Design lsu_wb_master, sky130hd; sources not shown.
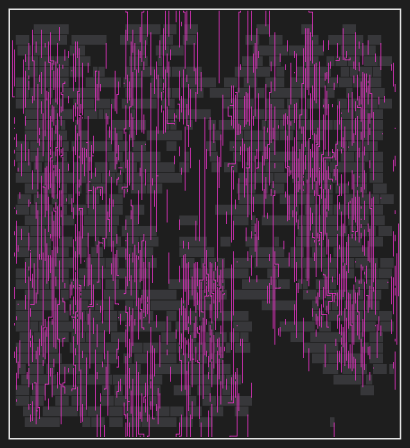
Run 1: signal wires on met2
Cells faint in the background.
The wires run mostly vertical. The layer carries 6180 µm of wire.
global-route track usage on met2: 40.7%
overall routed net length: 13000 µm
via count: 3947

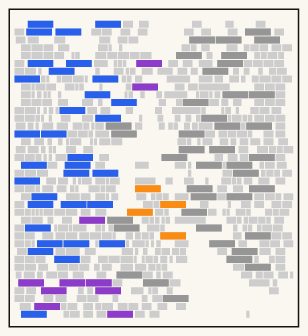
Run 1: sequential cells colored by netlist name
Key: `cnt_q` = orange [flops 4]; `wdata_q` = blue [flops 32]; `addr_q` = purple [flops 10]
seq pwr: 2.18 mW
post-layout util: 66.1%
Storage cell area: 0.00215 mm²
flop share of the area: 32.4%

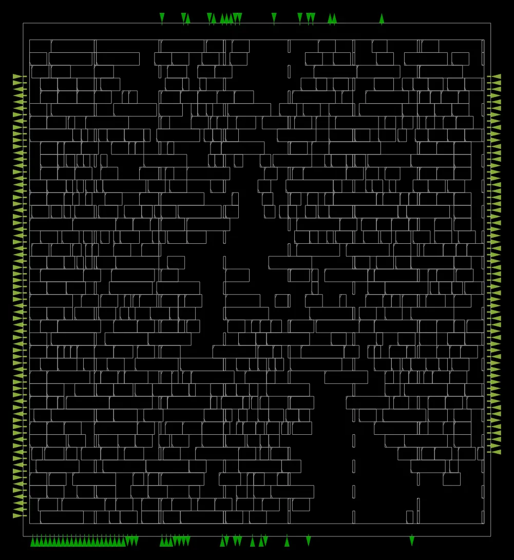
Run 1: cell outlines without signal wires
seq_cells: 86
core area: 0.0100 mm²
Tapcells: 140
filler cell count: 782

==> results.txt, run 1 <==
run results: routability cong. roughly 0.81, MI comb area about 0.0023 mm², crit end category output pin, Hold WC Path Type input pin to asynchronous set/reset pin, drt pass-1 iters 4, ANT nets after route 0, CTS Root Buffer Type clkbuf_8, part of the power in registers between 20% and 30%, register bit total from synthesis about 86, Top cell area share 46.4%, Worst VDD drop about 0.80 mV, dpl ws roughly 0.6 ns, hold_buf cts 0, CP arrival ~2.5 ns, fin area roughly 0.0066 mm², Crit. path cell count 4, synthesized instance count roughly 440, Worst Tran Pin Value slightly above 0.9 ns, Slowest Stage Delay on Critical Path 0.65 ns, Int Power 4.89 mW, die height between 100 and 150 µm, area post-placement between 0.006 and 0.007 mm², Late-Pin Clk Latency 0.36 ns, Max-Cap Viols 0, status finished, final reports clean, grt total ovfl 0, r2r worst-path depth 6, CTS tree done, Core Rows 38, CP Launch Type flop, Setup Crit Path Kind flop to output pin, Netlist cell types approximately 40, share of layout cells above drive strength 1 15.0%, DRC violation count after routing 0, Total GRT Usage between 20% and 30%, Mapped Area 0.00464 mm², Vias/cell approximately 5.4, largest net degree at the start of global routing roughly 87, top cells by area dfrtp_1 46%, mux2_2 13%, mux2i_1 6.9%, most frequent cells in the layout 164 x clkdlybuf4s50_1, 86 x dfrtp_1, 55 x mux2_2, Yosys chip area around 0.0046 mm², CTS clk-pin slew, worst paths ~0.090 ns, first-pass GRT wire length between 20000 and 25000 µm, PortBufs between 150 and 200, Psw approximately 3.7 mW, I/O Pins between 150 and 200, YS warnings 0
[run 1: cells by family after synthesis]
kind of cell    count (synthesis)  synth area share, %
compound gates                 97                 14.2
simple gates                  119                 12.7
buf+inv                        40                 3.99
fa+ha+maj                       5                 1.35
other cells                     1               0.0809
mux                            89                 21.2
flops                          86                 46.4
[run 1: tightest hold or removal path, delay by kind of cell]
kind | cells | cell delay, ns
buffers and inverters | 3 | 0.84
[run 1: cells in the mapped netlist (all sizes together)]
library cell and count:
a22o 8, a211oi 9, o2bb2ai 2, o21bai 1, o22a 16, o41ai 1, nor2b 14, o32ai 1
and3 1, inv 7, conb 1, or2 3, mux4 2, o21ai 13, dfrtp 86, nor2 40
and2 29, nand2b 3, a21oi 40, mux2i 32, nand3 3, clkbuf 18, o21a 1, nand2 24
a21o 2, a31oi 1, ha 5, a32o 1, mux2 55, nor4bb 1, o211ai 1, buf 15
nor3 1
[run 1: stage by stage]
| step | instances | total power, mW |
|---|---|---|
| 2_1_floorplan | 438 | 5.43 |
| 3_3_place_gp | 719 | 7.55 |
| 3_5_place_dp | 719 | 7.69 |
| 4_1_cts | 735 | 8.67 |
| 5_1_grt | 735 | 9.14 |
| 6_report | 735 | 8.60 |
[run 1: power groups by stage]
| stage | Sequential [mW] | Combinational (mW) | Clock (mW) |
|---|---|---|---|
| 2_1_floorplan | 2.32 | 3.12 | 0 |
| 3_3_place_gp | 2.15 | 5.40 | 0 |
| 3_5_place_dp | 2.19 | 5.50 | 0 |
| 4_1_cts | 2.17 | 5.54 | 0.958 |
| 5_1_grt | 2.25 | 5.87 | 1.02 |
| 6_report | 2.18 | 5.49 | 0.932 |
[run 1: layout make-up]
class | count | area share (%)
Tap cell | 140 | 2.64
Inverter | 7 | 0.415
Sequential cell | 86 | 32.4
Clock buffer | 11 | 2.28
Clock inverter | 5 | 1.23
Timing Repair Buffer | 174 | 26.3
Multi-Input combinational cell | 312 | 34.7
[run 1: routing by layer]
layer  wire length (µm)  GRT usage [%]
met1               5190           29.3
met5                  0              0
met4                323           11.4
met2               6180           40.7
met3               1310           7.95
## Run 2: what changed since run 1
--- a/config.mk
+++ b/config.mk
@@ -7,6 +7,7 @@
 export LEC_CHECK = 0
 export CORE_ASPECT_RATIO = 1.1
 export CORE_UTILIZATION = 44
+export CTS_CLUSTER_DIAMETER = 200
 export DETAILED_ROUTE_END_ITERATION = 10
 export HOLD_SLACK_MARGIN = 0.03
 export PLACE_DENSITY = 0.82
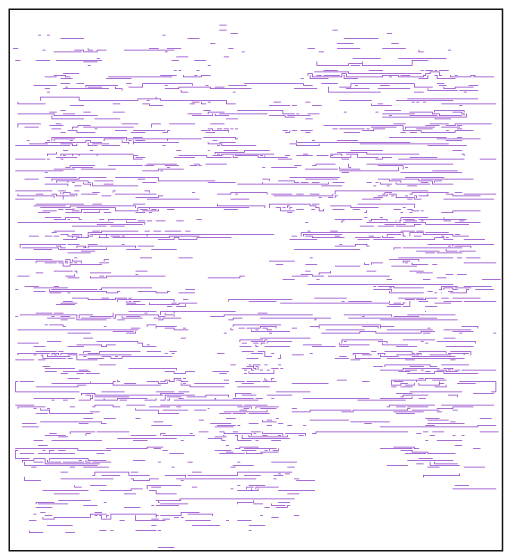
Run 2: M1 wires
The wires run mostly horizontal. The longest straight run is 37.3 µm.
met1 Track Usage GR: 29.3%

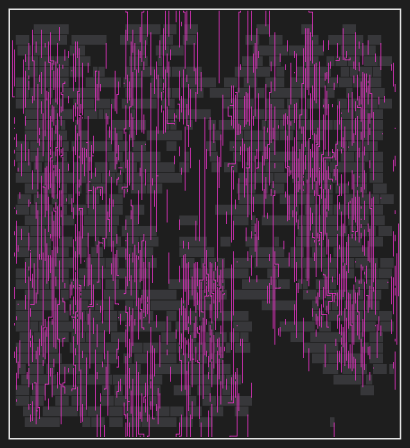
Run 2: signal wires on met2
Cells faint in the background.
The layer holds 48% of the routed length. The wires run mostly vertical. 605 nets have wire on it. The longest straight run is 45.7 µm. The layer carries 6180 µm of wire.

==> results.txt, run 2 <==
run results: CP arrival 2.47 ns (about the same), Layout Cells excl Fill 735 (unchanged), Hold WC Path Type input pin to asynchronous set/reset pin, Worst VDD drop 0.798 mV (unchanged), synth cell count leaders 86 x dfrtp_1, 55 x mux2_2, 40 x a21oi_1, 39 x nor2_1, 32 x mux2i_1, r2r worst-path depth 6 (unchanged), Async S/R FF share, synth 100% (unchanged), Vias/cell 5.37 (unchanged), hold_buf cts 0 (unchanged), Post-synth EDFFs 0 (unchanged), post-synthesis mux area share 21.2% (unchanged), Crit. path cell count 4 (unchanged), top cells by area dfrtp_1 46%, mux2_2 13%, mux2i_1 6.9%, global-route track usage on met2 40.7% (unchanged), adder-cell share of the synthesized area 1.35% (unchanged), status finished, final reports clean, AND-OR/OR-AND Cells, Area Fraction 14.2% (unchanged), first-pass GRT wire length 20700 µm (unchanged), Core Rows 38 (unchanged), via count 3947 (unchanged), yosys simple share 12.7% (unchanged), die height 110 µm (unchanged), PortBufs 164 (unchanged), I/O Pins 189 (unchanged), register bit total from synthesis 86 (unchanged), CP Launch Type flop, Psw 3.70 mW (unchanged), filler cell count 782 (unchanged), core area 0.0100 mm² (unchanged), overall routed net length 13000 µm (unchanged), GR Util met3 7.95% (unchanged), Worst Tran Pin Value 0.910 ns (unchanged), area post-placement 0.00640 mm² (unchanged), Setup Crit Path Kind flop to output pin
run 2: cell counts in the layout (fill, tap and decap cells not counted):
Identical to the previous run, type by type.
run 2: through the flow:
stage | utilization [%] | worst slack (ns)
finish | 66.1 | 0.233
detailed placement | 63.8 | 0.608
global route | 66.1 | 0.104
global placement | 63.8 | 0.659
floorplan | - | 0.478
CTS | 66.1 | 0.198
run 2: cell families (layout without fill, tap and decap cells):
logic type                 after synthesis  in the layout
muxes                                   89             89
DFF                                     86             86
other                                    1              2
adders and majority gates                5              5
and+or+nand+nor                        119            119
AOI/OAI and AO/OA                       97             97
buffers and inverters                   40            197
run 2: layout make-up:
cell class                      instances  area [µm²]  share of cell area [%]
Clock inverter                          5        81.3                    1.23
Tap cell                              140         175                    2.64
Inverter                                7        27.5                   0.415
Clock buffer                           11         151                    2.28
Timing Repair Buffer                  174        1740                    26.3
Sequential cell                        86        2150                    32.4
Multi-Input combinational cell        312        2300                    34.7
run 2: power groups by stage:
stage                     registers, mW  clock network (mW)  logic [mW]
after detailed placement           2.19                   0        5.50
after CTS                          2.17               0.958        5.54
after global routing               2.25                1.02        5.87
final                              2.18               0.932        5.49
after floorplan                    2.32                   0        3.12
after global placement             2.15                   0        5.40
run 2: worst reg2reg max path, stage by stage (launching register included):
cell     delay, ns
dfrtp_1       0.42
inv_1         0.10
ha_1          0.22
nor2b_1       0.33
nand2_2       0.39
buf_12        0.31
mux2_2        0.32
run 2: per-layer routing:
layer / vias up / part of all wire (%)
li1: 1843 / -
met1: 1892 / 40
met2: 184 / 48
met3: 28 / 10
met4: 0 / 2.5
met5: - / 0
No activity file was given, so power comes from the tool's default toggle rates.
